## src/rtl/nsa_pkg.sv

```systemverilog
// Shared constants and state encoding for the nibble-serial adder.
package nsa_pkg;

  localparam int unsigned NIBBLE_W = 4;

  typedef enum logic [1:0] {
    IDLE = 2'd0,
    RUN  = 2'd1,
    DONE = 2'd2
  } state_e;

endpackage

```

## src/rtl/binary4.sv

```systemverilog
// 4-bit ripple-carry adder; one nibble slice of the wide serial add.
module binary4
  import nsa_pkg::*;
(
  input  logic [NIBBLE_W-1:0] a,
  input  logic [NIBBLE_W-1:0] b,
  input  logic                cin,
  output logic                co,
  output logic [NIBBLE_W-1:0] s
);

  logic c;

  // Ripple the carry bit by bit through the nibble.
  always_comb begin
    c = cin;
    s = '0;
    for (int unsigned i = 0; i < NIBBLE_W; i++) begin
      s[i] = a[i] ^ b[i] ^ c;
      c    = (a[i] & b[i]) | (c & (a[i] ^ b[i]));
    end
    co = c;
  end

endmodule

```

## src/rtl/nibble_serial_adder.sv

```systemverilog
// Wide adder that walks operands one nibble per cycle through binary4,
// carrying between nibbles in a register; valid/ready on both sides.
module nibble_serial_adder
  import nsa_pkg::*;
#(
  parameter int unsigned NIBBLES = 4
) (
  input  logic                       clk,
  input  logic                       rst_n,
  input  logic                       in_valid,
  output logic                       in_ready,
  input  logic [NIBBLE_W*NIBBLES-1:0] in_a,
  input  logic [NIBBLE_W*NIBBLES-1:0] in_b,
  input  logic                       in_cin,
  output logic                       out_valid,
  input  logic                       out_ready,
  output logic [NIBBLE_W*NIBBLES-1:0] out_sum,
  output logic                       out_co,
  output logic                       busy
);

  localparam int unsigned W     = NIBBLE_W * NIBBLES;
  localparam int unsigned IDX_W = (NIBBLES > 1) ? $clog2(NIBBLES) : 1;
  localparam logic [IDX_W-1:0] IDX_LAST = IDX_W'(NIBBLES - 1);

  state_e            state_q, state_d;
  logic [W-1:0]      a_q, a_d;
  logic [W-1:0]      b_q, b_d;
  logic [W-1:0]      sum_q, sum_d;
  logic              carry_q, carry_d;
  logic              co_q, co_d;
  logic [IDX_W-1:0]  idx_q, idx_d;
  logic              in_ready_q, in_ready_d;
  logic              out_valid_q, out_valid_d;
  logic              busy_q, busy_d;

  logic [NIBBLE_W-1:0] nib_a;
  logic [NIBBLE_W-1:0] nib_b;
  logic [NIBBLE_W-1:0] add_s;
  logic                add_co;

  // Select the current nibble of each captured operand.
  always_comb begin
    nib_a = '0;
    nib_b = '0;
    for (int unsigned i = 0; i < NIBBLES; i++) begin
      if (idx_q == IDX_W'(i)) begin
        nib_a = a_q[i*NIBBLE_W +: NIBBLE_W];
        nib_b = b_q[i*NIBBLE_W +: NIBBLE_W];
      end
    end
  end

  binary4 u_binary4 (
    .a   (nib_a),
    .b   (nib_b),
    .cin (carry_q),
    .co  (add_co),
    .s   (add_s)
  );

  // Next-state and datapath updates for the accept/run/done sequence.
  always_comb begin
    state_d = state_q;
    a_d     = a_q;
    b_d     = b_q;
    sum_d   = sum_q;
    carry_d = carry_q;
    co_d    = co_q;
    idx_d   = idx_q;

    case (state_q)
      IDLE: begin
        if (in_valid) begin
          a_d     = in_a;
          b_d     = in_b;
          carry_d = in_cin;
          idx_d   = '0;
          sum_d   = '0;
          co_d    = 1'b0;
          state_d = RUN;
        end
      end
      RUN: begin
        for (int unsigned i = 0; i < NIBBLES; i++) begin
          if (idx_q == IDX_W'(i)) begin
            sum_d[i*NIBBLE_W +: NIBBLE_W] = add_s;
          end
        end
        carry_d = add_co;
        if (idx_q == IDX_LAST) begin
          co_d    = add_co;
          idx_d   = '0;
          state_d = DONE;
        end else begin
          idx_d = idx_q + IDX_W'(1);
        end
      end
      DONE: begin
        if (out_ready) begin
          state_d = IDLE;
        end
      end
      default: state_d = IDLE;
    endcase

    in_ready_d  = (state_d == IDLE);
    out_valid_d = (state_d == DONE);
    busy_d      = (state_d == RUN) || (state_d == DONE);
  end

  // State and datapath registers.
  always_ff @(posedge clk or negedge rst_n) begin
    if (!rst_n) begin
      state_q     <= IDLE;
      a_q         <= '0;
      b_q         <= '0;
      sum_q       <= '0;
      carry_q     <= 1'b0;
      co_q        <= 1'b0;
      idx_q       <= '0;
      in_ready_q  <= 1'b1;
      out_valid_q <= 1'b0;
      busy_q      <= 1'b0;
    end else begin
      state_q     <= state_d;
      a_q         <= a_d;
      b_q         <= b_d;
      sum_q       <= sum_d;
      carry_q     <= carry_d;
      co_q        <= co_d;
      idx_q       <= idx_d;
      in_ready_q  <= in_ready_d;
      out_valid_q <= out_valid_d;
      busy_q      <= busy_d;
    end
  end

  assign in_ready  = in_ready_q;
  assign out_valid = out_valid_q;
  assign busy      = busy_q;
  assign out_sum   = sum_q;
  assign out_co    = co_q;

endmodule

```

## config.mk

```make
export PLATFORM = sky130hd
export DESIGN_NAME = nibble_serial_adder
export DESIGN_NICKNAME = d
export VERILOG_FILES = /design/src/rtl/nsa_pkg.sv /design/src/rtl/binary4.sv /design/src/rtl/nibble_serial_adder.sv
export SDC_FILE = /design/constraint.sdc
export NUM_CORES = 1
export LEC_CHECK = 0
export CAP_MARGIN = 20
export CORE_MARGIN = 8
export CORE_UTILIZATION = 54
export DETAILED_ROUTE_END_ITERATION = 10
export PLACE_DENSITY = 0.84
export SYNTH_ARGS = -nofsm -noshare
export SYNTH_HDL_FRONTEND = slang
export SYNTH_SLANG_ARGS = --single-unit
```

## constraint.sdc

```tcl
create_clock -name clk -period 6 [get_ports clk]
set_input_delay 0.6 -clock clk [delete_from_list [all_inputs] [get_ports clk]]
set_output_delay 0.6 -clock clk [all_outputs]
set_load 0.01 [all_outputs]
```

Routing congestion map:
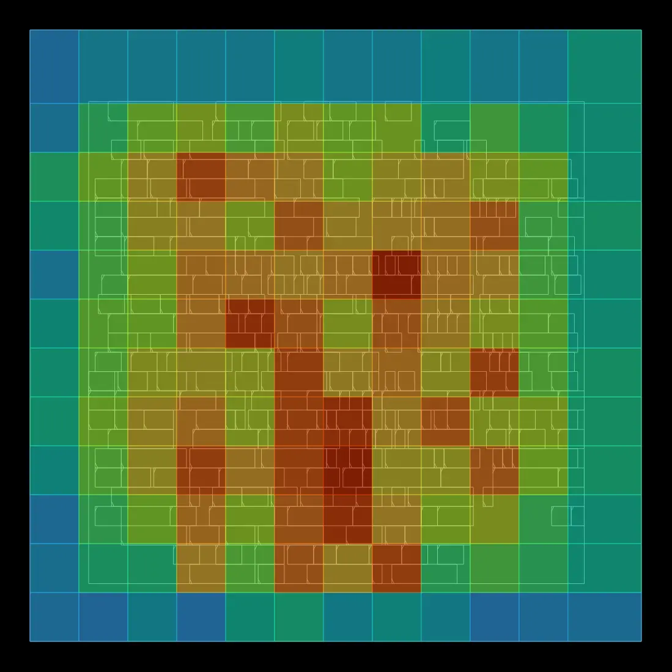
Avg WL per Cell: 16.7 um
layer with the highest usage: met2
met2 Track Usage GR: 25.5%
Overall Global Routing Usage: 17.4%
Finished Core Util: 72.9%

Met2 routing:
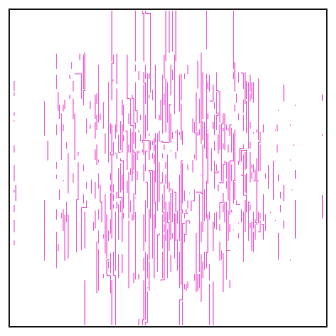
The wires run mostly vertical. The layer carries 2810 um of wire. The longest straight run is 24.8 um. The layer holds 47% of the routed length. 286 nets have wire on it.

Signal wires on met3:
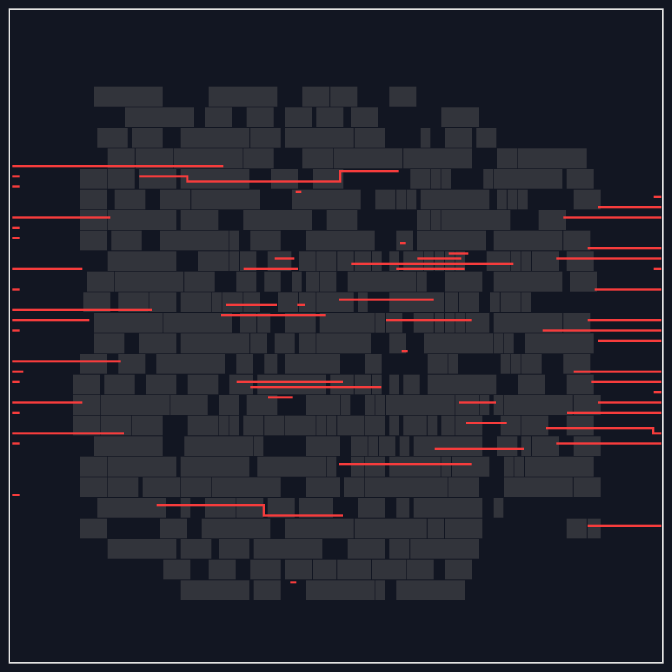
53 nets have wire on it. The longest straight run is 27.6 um. The layer carries 515 um of wire. The wires run mostly horizontal. The layer holds 8.6% of the routed length.

==> impl_metrics.env <==
# yosys + openroad results
export IMPL_maxPowerGroup="combinational logic"
export IMPL_synthTopLogicFamily="multiplexers"
export IMPL_instances_no_fill=359
export IMPL_syn_inst=227
export IMPL_top_layer="met4"
export IMPL_worst_slew_pin_slew_ns=0.780
export IMPL_crit_top_cell="fa_1"
export IMPL_p_clk_mw=0.370
export IMPL_worstRegToRegCells=12
export IMPL_reg2reg_from="idx_q[0]"
export IMPL_cts_resized=0
export IMPL_dr_wl_met3_um=514
export IMPL_num_io_pins=57
export IMPL_ys_flop_type="dfrtp_1"
export IMPL_cts_tree="built"
export IMPL_drv_cap=0
export IMPL_adder_share_pct=5.82
export IMPL_p_seq_mw=0.699
export IMPL_r2r_end="out_sum[7]"
export IMPL_lay_top_cells="dfrtp_1 (56), clkdlybuf4s50_1 (55), nand2_1 (47)"
export IMPL_insertion_delay_ns=0.34
export IMPL_route_detailed_drc=0
export IMPL_status="completed"
export IMPL_mi_logic_area_um2=1150
export IMPL_endpoint="out_sum[7]"
export IMPL_clk_pin_slew_worst_paths_ns=0.06
export IMPL_antenna_found_initial=0
export IMPL_wl_met2_um=2810
export IMPL_postLayoutCellArea_um2=3470
export IMPL_cp_data_arrival_time_ns=3.58
export IMPL_grt_met3_usage_pct=6.52
export IMPL_synthTopCellsByArea="dfrtp_1 (53%), mux2_2 (13%), nand2_1 (6.6%)"
export IMPL_buffer_area_share_pct=16.5
export IMPL_seq_cells=57
export IMPL_rsz0062_at_grt="false"
export IMPL_power_density_nw_per_um2=584
export IMPL_placed_area_um2=3260
export IMPL_power_mw=2.03
export IMPL_pg_comb_mw=0.958
export IMPL_yosys_stat_cells=227
export IMPL_cp_max_fo=8
export IMPL_final_max_slew_viol_count=0
